==> config.mk <==
export PLATFORM = sky130hd
export DESIGN_NAME = regwb_arb
export DESIGN_NICKNAME = d
export VERILOG_FILES = /design/src/rtl/regwb_pkg.sv /design/src/rtl/regwb_ldq.sv /design/src/rtl/regwb_arb.sv
export SDC_FILE = /design/constraint.sdc
export NUM_CORES = 1
export LEC_CHECK = 0
export CORE_UTILIZATION = 41
export DETAILED_ROUTE_END_ITERATION = 10
export PLACE_DENSITY = 0.72
export SLEW_MARGIN = 20
export SYNTH_ARGS = -nofsm -noshare
export SYNTH_HDL_FRONTEND = slang
export SYNTH_SLANG_ARGS = --single-unit
==> constraint.sdc <==
create_clock -name clk -period 6.4 [get_ports clk]
set_input_delay 1.28 -clock clk [delete_from_list [all_inputs] [get_ports clk]]
set_output_delay 1.28 -clock clk [all_outputs]
set_load 0.02 [all_outputs]
==> src/rtl/regwb_pkg.sv <==
// Shared definitions for the dual-issue writeback arbiter.
//   REG_W / NREG  : register specifier width and register count.
//   REG_ZERO      : hard-wired zero register; writes to it are dropped.
//   ldq_tag_t     : control part of a load-queue entry (valid + destination).
//                   Entry data is kept beside the tag, sized by the DATA_W
//                   parameter of the module that owns the queue.
//   reg_live()    : true when a write is valid and does not target REG_ZERO.
package regwb_pkg;

  localparam int REG_W = 5;
  localparam int NREG  = 32;
  localparam logic [REG_W-1:0] REG_ZERO = 5'd0;

  typedef struct packed {
    logic             vld;
    logic [REG_W-1:0] rd;
  } ldq_tag_t;

  function automatic logic reg_live(input logic v, input logic [REG_W-1:0] r);
    return v && (r != REG_ZERO);
  endfunction

endpackage

==> src/rtl/regwb_ldq.sv <==
// Load-return queue: LDQ_DEPTH-entry circular buffer with one push and up to
// two pops per cycle, an in-place kill vector, and head / head+1 peek ports.
// Ports:
//   clk, reset          clock, asynchronous active-high reset
//   push, push_tag,     enqueue one entry at the tail (tag may arrive with
//   push_data           vld=0 when the load was overwritten in the same cycle)
//   pop_cnt             entries retired from the head this cycle (0..2)
//   kill                per-slot valid clear (younger ALU write to same reg)
//   count               occupied slots, including killed ones not yet popped
//   tags                every slot's tag; retired slots always read vld=0
//   head_*, next_*      tag/data of the head and head+1 slots
module regwb_ldq
  import regwb_pkg::*;
#(
  parameter int LDQ_DEPTH = 4,
  parameter int DATA_W    = 32,
  localparam int PTR_W    = $clog2(LDQ_DEPTH),
  localparam int CNT_W    = PTR_W + 1
) (
  input  logic                        clk,
  input  logic                        reset,
  input  logic                        push,
  input  ldq_tag_t                    push_tag,
  input  logic [DATA_W-1:0]           push_data,
  input  logic [1:0]                  pop_cnt,
  input  logic [LDQ_DEPTH-1:0]        kill,
  output logic [CNT_W-1:0]            count,
  output ldq_tag_t [LDQ_DEPTH-1:0]    tags,
  output ldq_tag_t                    head_tag,
  output ldq_tag_t                    next_tag,
  output logic [DATA_W-1:0]           head_data,
  output logic [DATA_W-1:0]           next_data
);

  logic [PTR_W-1:0]         head_q;
  logic [PTR_W-1:0]         tail_q;
  logic [PTR_W-1:0]         next_ptr;
  logic [CNT_W-1:0]         count_q;
  ldq_tag_t [LDQ_DEPTH-1:0] tag_q;
  logic [DATA_W-1:0]        data_q [LDQ_DEPTH];

  assign next_ptr  = head_q + PTR_W'(1);
  assign count     = count_q;
  assign tags      = tag_q;
  assign head_tag  = tag_q[head_q];
  assign next_tag  = tag_q[next_ptr];
  assign head_data = data_q[head_q];
  assign next_data = data_q[next_ptr];

  // Queue state update. Retired slots get vld cleared so that the tag array
  // alone tells which registers still have a pending load. A push never
  // lands on a slot being popped: push needs count < LDQ_DEPTH.
  always_ff @(posedge clk or posedge reset) begin
    if (reset) begin
      head_q  <= '0;
      tail_q  <= '0;
      count_q <= '0;
      tag_q   <= '0;
    end else begin
      for (int i = 0; i < LDQ_DEPTH; i++) begin
        if (kill[i]) tag_q[i].vld <= 1'b0;
      end
      if (pop_cnt != 2'd0) tag_q[head_q].vld   <= 1'b0;
      if (pop_cnt == 2'd2) tag_q[next_ptr].vld <= 1'b0;
      if (push)            tag_q[tail_q]       <= push_tag;
      head_q  <= head_q + PTR_W'(pop_cnt);
      tail_q  <= tail_q + PTR_W'(push);
      count_q <= count_q + CNT_W'(push) - CNT_W'(pop_cnt);
    end
  end

  always_ff @(posedge clk) begin
    if (push) data_q[tail_q] <= push_data;
  end

endmodule

==> src/rtl/regwb_arb.sv <==
// Dual-issue writeback arbiter: merges two ALU lanes and late load returns
// onto the two register-file write ports, buffering loads that find no free
// port and resolving same-cycle write-after-write so only the youngest write
// to a register is driven.
// Ports:
//   clk, reset                      clock, asynchronous active-high reset
//   alu0_valid/alu0_reg/alu0_data   lane 0 result (owns write port 0)
//   alu1_valid/alu1_reg/alu1_data   lane 1 result, younger (owns port 1)
//   ld_valid/ld_reg/ld_data         load return; accepted when ld_ready
//   ld_ready                        queue has room (from registered count)
//   regwrite/wrreg/wrdata           registered write port 0
//   regwrite1/wrreg1/wrdata1        registered write port 1
//   ld_pending                      only with REGWB_SCOREBOARD_EN defined:
//                                   bit r set while a valid queued load
//                                   targets register r
// Age order within a cycle: queued loads (head first) < incoming load <
// lane 0 < lane 1.
module regwb_arb
  import regwb_pkg::*;
#(
  parameter int LDQ_DEPTH = 4,
  parameter int DATA_W    = 32
) (
  input  logic              clk,
  input  logic              reset,
  input  logic              alu0_valid,
  input  logic [REG_W-1:0]  alu0_reg,
  input  logic [DATA_W-1:0] alu0_data,
  input  logic              alu1_valid,
  input  logic [REG_W-1:0]  alu1_reg,
  input  logic [DATA_W-1:0] alu1_data,
  input  logic              ld_valid,
  input  logic [REG_W-1:0]  ld_reg,
  input  logic [DATA_W-1:0] ld_data,
  output logic              ld_ready,
  output logic              regwrite,
  output logic [REG_W-1:0]  wrreg,
  output logic [DATA_W-1:0] wrdata,
  output logic              regwrite1,
  output logic [REG_W-1:0]  wrreg1,
  output logic [DATA_W-1:0] wrdata1
`ifdef REGWB_SCOREBOARD_EN
  ,
  output logic [NREG-1:0]   ld_pending
`endif
);

  localparam int CNT_W = $clog2(LDQ_DEPTH) + 1;

  function automatic logic alu_hit(input logic [REG_W-1:0] rd,
                                   input logic a0l, input logic [REG_W-1:0] a0r,
                                   input logic a1l, input logic [REG_W-1:0] a1r);
    return (a0l && (rd == a0r)) || (a1l && (rd == a1r));
  endfunction

  logic [CNT_W-1:0]         q_count;
  ldq_tag_t [LDQ_DEPTH-1:0] q_tags;
  ldq_tag_t                 head_tag, next_tag, push_tag;
  logic [DATA_W-1:0]        head_data, next_data;
  logic [LDQ_DEPTH-1:0]     kill;
  logic [1:0]               pop_cnt;
  logic                     push;

  logic             a0_live, a1_live, a0_wr, a1_wr;
  logic [1:0]       ports_free, ports_left;
  logic             h_exist, h_live, pop_h, h_wr;
  logic             n_exist, n_live, pop_n, n_wr;
  logic             ld_acc, ld_live, b_wr;
  logic             f_wr, s_wr;
  logic [REG_W-1:0] f_rd, s_rd;
  logic [DATA_W-1:0] f_data, s_data;

  logic              wr0_p0, wr1_p0;
  logic [REG_W-1:0]  rd0_p0, rd1_p0;
  logic [DATA_W-1:0] data0_p0, data1_p0;

  regwb_ldq #(.LDQ_DEPTH(LDQ_DEPTH), .DATA_W(DATA_W)) u_ldq (
    .clk       (clk),
    .reset     (reset),
    .push      (push),
    .push_tag  (push_tag),
    .push_data (ld_data),
    .pop_cnt   (pop_cnt),
    .kill      (kill),
    .count     (q_count),
    .tags      (q_tags),
    .head_tag  (head_tag),
    .next_tag  (next_tag),
    .head_data (head_data),
    .next_data (next_data)
  );

  assign ld_ready = (q_count < CNT_W'(LDQ_DEPTH));

  // Stage p0: port allocation and WAW suppression (combinational).
  // a0_live still kills loads when lane 0 itself loses to lane 1.
  assign a0_live = reg_live(alu0_valid, alu0_reg);
  assign a1_live = reg_live(alu1_valid, alu1_reg);
  assign a0_wr   = a0_live && !(a1_live && (alu1_reg == alu0_reg));
  assign a1_wr   = a1_live;

  always_comb begin
    kill = '0;
    for (int i = 0; i < LDQ_DEPTH; i++) begin
      kill[i] = q_tags[i].vld &&
                alu_hit(q_tags[i].rd, a0_live, alu0_reg, a1_live, alu1_reg);
    end
  end

  // A port is free only when its lane presents nothing at all.
  assign ports_free = {1'b0, !alu0_valid} + {1'b0, !alu1_valid};

  // Dead entries (killed earlier or this cycle) retire without a port;
  // head+1 can only retire behind the head.
  assign h_exist    = (q_count != '0);
  assign h_live     = h_exist && head_tag.vld &&
                      !alu_hit(head_tag.rd, a0_live, alu0_reg, a1_live, alu1_reg);
  assign h_wr       = h_live && (ports_free != 2'd0);
  assign pop_h      = h_exist && (!h_live || h_wr);
  assign ports_left = ports_free - {1'b0, h_wr};

  assign n_exist = pop_h && (q_count >= CNT_W'(2));
  assign n_live  = n_exist && next_tag.vld &&
                   !alu_hit(next_tag.rd, a0_live, alu0_reg, a1_live, alu1_reg);
  assign n_wr    = n_live && (ports_left != 2'd0);
  assign pop_n   = n_exist && (!n_live || n_wr);
  assign pop_cnt = {1'b0, pop_h} + {1'b0, pop_n};

  // Incoming load: direct write only into an empty queue; reg 0 is accepted
  // and dropped; anything else goes to the tail, pre-killed if an ALU lane
  // writes the same register this cycle.
  assign ld_acc   = ld_valid && ld_ready;
  assign ld_live  = (ld_reg != REG_ZERO) &&
                    !alu_hit(ld_reg, a0_live, alu0_reg, a1_live, alu1_reg);
  assign b_wr     = ld_acc && (q_count == '0) && ld_live && (ports_free != 2'd0);
  assign push     = ld_acc && (ld_reg != REG_ZERO) && !b_wr;
  assign push_tag = '{vld: ld_live, rd: ld_reg};

  // Order load writes oldest first; the head is dropped when head+1 writes
  // the same register in the same cycle.
  always_comb begin
    f_wr   = 1'b0;
    f_rd   = '0;
    f_data = '0;
    s_wr   = 1'b0;
    s_rd   = '0;
    s_data = '0;
    if (h_wr) begin
      f_wr   = !(n_wr && (next_tag.rd == head_tag.rd));
      f_rd   = head_tag.rd;
      f_data = head_data;
      if (n_wr) begin
        s_wr   = 1'b1;
        s_rd   = next_tag.rd;
        s_data = next_data;
      end
    end else if (n_wr) begin
      f_wr   = 1'b1;
      f_rd   = next_tag.rd;
      f_data = next_data;
    end else if (b_wr) begin
      f_wr   = 1'b1;
      f_rd   = ld_reg;
      f_data = ld_data;
    end
  end

  always_comb begin
    if (alu0_valid) begin
      wr0_p0 = a0_wr; rd0_p0 = alu0_reg; data0_p0 = alu0_data;
    end else begin
      wr0_p0 = f_wr;  rd0_p0 = f_rd;     data0_p0 = f_data;
    end
    if (alu1_valid) begin
      wr1_p0 = a1_wr; rd1_p0 = alu1_reg; data1_p0 = alu1_data;
    end else if (alu0_valid) begin
      wr1_p0 = f_wr;  rd1_p0 = f_rd;     data1_p0 = f_data;
    end else begin
      wr1_p0 = s_wr;  rd1_p0 = s_rd;     data1_p0 = s_data;
    end
  end

  // Stage p1: registered write ports.
  always_ff @(posedge clk or posedge reset) begin
    if (reset) begin
      regwrite  <= 1'b0;
      wrreg     <= '0;
      wrdata    <= '0;
      regwrite1 <= 1'b0;
      wrreg1    <= '0;
      wrdata1   <= '0;
    end else begin
      regwrite  <= wr0_p0;
      wrreg     <= rd0_p0;
      wrdata    <= data0_p0;
      regwrite1 <= wr1_p0;
      wrreg1    <= rd1_p0;
      wrdata1   <= data1_p0;
    end
  end

`ifdef REGWB_SCOREBOARD_EN
  // Decoded straight from the queue tags, so it changes on the same edge.
  always_comb begin
    ld_pending = '0;
    for (int i = 0; i < LDQ_DEPTH; i++) begin
      if (q_tags[i].vld) ld_pending[q_tags[i].rd] = 1'b1;
    end
    ld_pending[REG_ZERO] = 1'b0;
  end
`endif

endmodule

==> results.json, run 1 <==
{
  "status": "finished, final reports clean",
  "synth-warning-count": 0,
  "fmax_mhz": 198,
  "slew_headroom": 0.269,
  "fp_util": 0.419,
  "final_cell_area_um2": 15300,
  "rsz0062_at_grt": "no",
  "synth.distinct_cells": 57,
  "gp_congestion": 0.952,
  "placed_cells_incl_taps": 1355,
  "max-cap-violations": 0,
  "die_x_um": 174,
  "antenna_found_initial": 1,
  "postCtsSetupBuffers": 0,
  "cp-start-kind": "primary input",
  "required_ns": 6.85,
  "drt_pass1_iterations": 5,
  "fp_nets": 953,
  "ff_type": "edfxtp_1",
  "post-synth-top-count-cell": "edfxtp_1",
  "worstHoldPathType": "flop to flop",
  "grt_pass1_wl_mm": 54.3,
  "cts_tree": "yes",
  "slew_viol_final": 0,
  "cts_made_buffers": 26,
  "clockRootBuffer": "clkbuf_16",
  "timing.final.hold_violations": 0,
  "slowest_delay_ns": 0.69,
  "die_h_um": 174,
  "worst_slack_ns": 1.35,
  "clock-sinks": 235,
  "r2r_cells": 16,
  "cp_slowest_cell": "clkdlybuf4s50_1",
  "critical-path-top-delay-family": "adder cells",
  "fin_crit_ns": 5.05,
  "pwr-share-comb": 0.470,
  "crit_type": "primary input to flop",
  "clk_pin_slew_ns": 0.06,
  "design.core.area_um2": 28900,
  "largest_area_cell": "edfxtp_1",
  "dpl-instance-area_um2": 14400,
  "reg2reg_slack_ns": 1.42,
  "arrival_ns": 5.50,
  "nNetsFinal": 1131
}
run 1: power groups by stage:
stage / clock (µW) / combinational [µW] / sequential (µW)
after global routing: 1570 / 3460 / 2200
after detailed placement: 0 / 3220 / 2190
final: 1490 / 3240 / 2170
after CTS: 1520 / 3230 / 2160
after global placement: 0 / 3220 / 2180
after floorplan: 0 / 2150 / 2260
run 1: through the flow:
stage          utilization  power [µW]  hold slack, ns
6_report             0.531        6900           0.580
5_1_grt              0.531        7230           0.597
4_1_cts              0.531        6910           0.574
3_5_place_dp         0.501        5410           0.568
3_3_place_gp         0.501        5390           0.551
2_1_floorplan            -        4410           0.488
run 1: per-layer routing:
| layer | up-vias | routed length, µm | GRT usage |
|---|---|---|---|
| met1 | 4475 | 14900 | 0.326 |
| met3 | 76 | 2720 | 0.0357 |
| met2 | 472 | 16800 | 0.375 |
| li1 | 3677 | - | - |
| met5 | - | 13 | 0 |
| met4 | 2 | 1030 | 0.0837 |
run 1: flip-flops by register name (all words and copies together) (netlist names):
signal and flops:
u_ldq.tail_q 2, wrdata 32, u_ldq.count 3, wrdata1 32, u_ldq.tags 24, u_ldq.head_q 2
wrreg 5, wrreg1 5, regwrite 1, regwrite1 1, u_ldq.data_q 128
run 1: cell families after synthesis:
group                    synth area share
XOR/XNOR                           0.0622
AND-OR/OR-AND                       0.128
adder cells (fa/ha/maj)            0.0172
AND/OR/NAND/NOR                    0.0531
flip-flops                          0.539
buffers and inverters              0.0375
multiplexers                        0.163
run 1: area by class of cell:
cell class              count  area (µm²)
inverters                  21        81.3
clock buffers              30         696
fillers                  2403       13500
clock inverters            18         165
flip-flops and latches    235        6530
multi-input cells         490        5160
repair buffers            225        2200
diodes                      1        2.50
well taps                 384         480
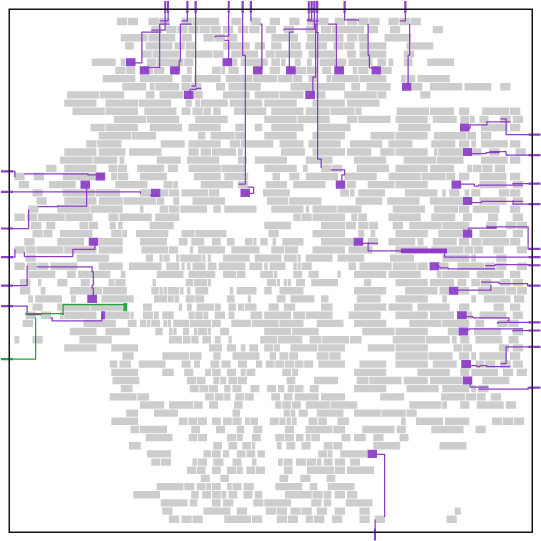
(run_1/port_trees.png)
(3 px per µm)
- alu1_data: purple (bits 32; direction input; edge 13 top, 12 right, 6 left, 1 bottom; end cells 32; buffers 32; wire 1080 µm)
- ld_ready: green (bits 1; direction output; edge left; end cells 1; buffers 1; wire 59.2 µm)

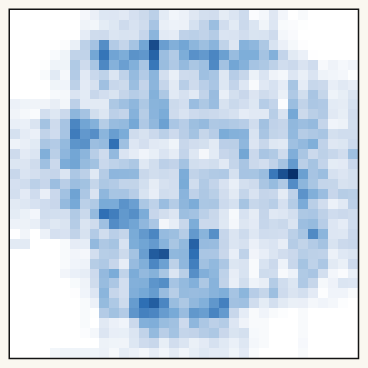
(run_1/route_heat.png)
(2 px per µm) The die is cut into 35 by 35 equal tiles; white is low, dark blue is high, scaled to the fullest tile. Values are wire area over tile area, all layers added.
- tiles over half the peak: 7.1%
- densest ninth of the die: bottom centre
- fullest tile: 0.85
- mean over tiles: 0.19
- emptiest ninth of the die: lower left
routed via count: 8702
DR WL/cell: 25.3 µm
drt total wl: 35.5 mm
GRT Resource Usage Total: 0.235

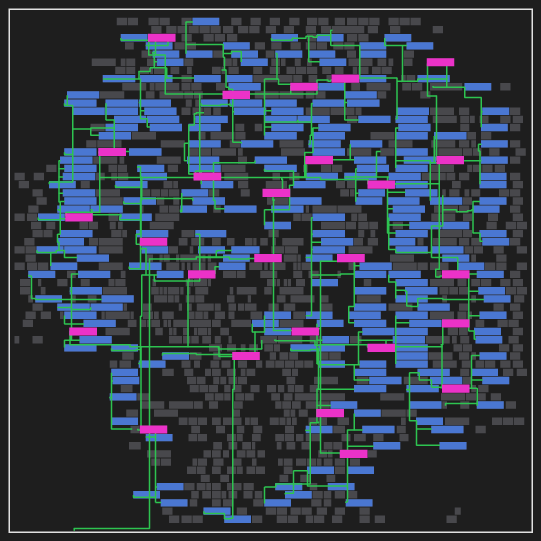
(run_1/clock_wires.png)
(3 px per µm)
- clock-net drivers: magenta (count 26)
- clock wires: green (length 2950 µm)
- flip-flops: blue (count 235)
- flops lie: spread over the die

==> run_1/gates.png <==
(2 px per µm)
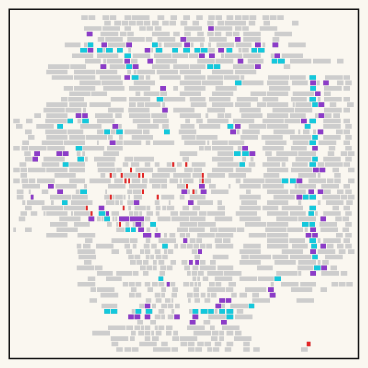

## Run 2: what changed since run 1
--- a/config.mk
+++ b/config.mk
@@ -7,7 +7,7 @@
 export LEC_CHECK = 0
 export CORE_UTILIZATION = 41
 export DETAILED_ROUTE_END_ITERATION = 10
-export PLACE_DENSITY = 0.72
+export PLACE_DENSITY = 0.74
 export SLEW_MARGIN = 20
 export SYNTH_ARGS = -nofsm -noshare
 export SYNTH_HDL_FRONTEND = slang
==> constraint.sdc (replaced) <==
create_clock -name clk -period 4.25 [get_ports clk]
set_input_delay 0.85 -clock clk [delete_from_list [all_inputs] [get_ports clk]]
set_output_delay 0.85 -clock clk [all_outputs]
set_load 0.02 [all_outputs]
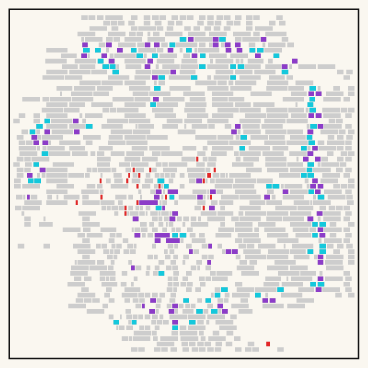
(run_2/gates.png)
(2 px per µm)
- aoi and oai cells: purple (cells 93; where spread over the die)
- non-inverting ao/oa cells: cyan (cells 79; where spread over the die)
- inv cells: red (cells 21)

==> run 2 against run 1 <==
  * Non-clock buffer count increased by 47
  * Combinational power increased by 67%
  * Die size unchanged
==> results.json, run 2 <==
{
  "post-synth-top-count-cell": "edfxtp_1",
  "grt_pass1_wl_mm": 54.9,
  "slew_viol_final": 0,
  "max-cap-violations": 0,
  "worst_slack_ns": 0.214,
  "p_comb_uw": 5410,
  "largest_reg_flops": 128,
  "finalPower_uw": 10700,
  "yosys_area_um2": 12100,
  "wire_per_inst_um": 24.7,
  "reg2reg_slack_ns": 0.21,
  "finalHoldWorstSlack_ns": 0.586,
  "cts_made_buffers": 25,
  "ff_type": "edfxtp_1",
  "status": "finished, final reports clean",
  "design.core.area_um2": 28900,
  "clockRootBuffer": "clkbuf_16",
  "antenna_found_initial": 3,
  "vias_per_cell": 6.09,
  "synth-warning-count": 0,
  "final_cell_area_um2": 15800,
  "vias": 8833,
  "gp_congestion": 0.922,
  "cp-start-kind": "flop",
  "pwr-share-comb": 0.504,
  "arrival_ns": 4.45,
  "r2r_cells": 16,
  "largest-register": "u_ldq.data_q",
  "ir_worst_vdd_uv": 465,
  "edf_count": 128,
  "worstHoldPathType": "flop to flop",
  "reg.largest.list": "u_ldq.data_q x128, wrdata1 x32, wrdata x32",
  "placed_cells_incl_taps": 1396,
  "clk_pin_slew_ns": 0.06,
  "pg_seq_uw": 3260,
  "drt_pass1_iterations": 5,
  "syn_area_um2": 12100,
  "cts_tree": "yes",
  "clock-sinks": 235,
  "nNetsFinal": 1177,
  "finalWirelength_mm": 35.9,
  "crit_type": "flop to flop",
  "timing.final.hold_violations": 0,
  "synth.distinct_cells": 57,
  "fp_nets": 953,
  "slew_headroom": 0.291,
  "warnings": 34,
  "die_h_um": 174,
  "die_x_um": 174,
  "rsz0062_at_grt": "no",
  "fmax_mhz": 248,
  "hold_depth": 1,
  "power-top-group": "combinational logic",
  "netlist.area_leader.share": 0.318,
  "final_util": 0.546,
  "largest_area_cell": "edfxtp_1",
  "required_ns": 4.66,
  "clk-power_uw": 2060,
  "fp_util": 0.419
}
## run 2: cell types whose count changed in the layout (fill, tap and decap cells not counted), sizes merged
cell	change
bufinv	-1
clkinvlp	-1
diode	+1
clkinv	-1
inv	-2
clkbuf	+3
buf	+47
## run 2: metal layers
layer / part of all wire / GRT usage / routed length [µm] / vias up
met3: 0.077 / 0.0452 / 2770 / 84
met1: 0.41 / 0.312 / 14700 / 4527
met5: 0.00036 / 0 / 13 / -
li1: - / - / - / 3775
met2: 0.49 / 0.395 / 17400 / 445
met4: 0.028 / 0.0863 / 1010 / 2
## run 2: area by class of cell
| cell class | instances | area, µm² |
|---|---|---|
| fillers | 2372 | 13100 |
| flip-flops and latches | 235 | 6530 |
| multi-input cells | 490 | 5230 |
| repair buffers | 272 | 2660 |
| clock buffers | 33 | 666 |
| well taps | 384 | 480 |
| clock inverters | 13 | 104 |
| inverters | 21 | 83.8 |
| diodes | 2 | 5.00 |
## run 2: cells by family (layout without fill, tap and decap cells)
group	after synthesis	count (layout)	synth area share
other cells	0	2	0
compound gates	172	172	0.128
fa+ha+maj	16	16	0.0172
flops	235	235	0.539
xor+xnor	86	86	0.0622
mux	100	100	0.163
simple gates	116	116	0.0531
buf+inv	96	339	0.0375
## run 2: worst max-delay path, cell delays in order (launching register included)
cell      delay (ns)
dfrtp_4         0.46
buf_4           0.17
mux4_2          0.60
xnor2_2         0.17
nand4_1         0.12
o31a_1          0.33
and2_1          0.20
buf_4           0.15
a221oi_4        0.30
ha_1            0.29
ha_1            0.27
inv_1           0.06
ha_1            0.14
inv_1           0.05
fa_2            0.35
xnor2_2         0.15
xnor2_1         0.12
## run 2: what timing repair did
| action | 4_1_cts | 5_1_grt |
|---|---|---|
| gates resized | 0 | 2 |
| setup endpoints to repair | 0 | 1 |
| setup buffers | 0 | 6 |
Power and IR drop assume default switching activity.
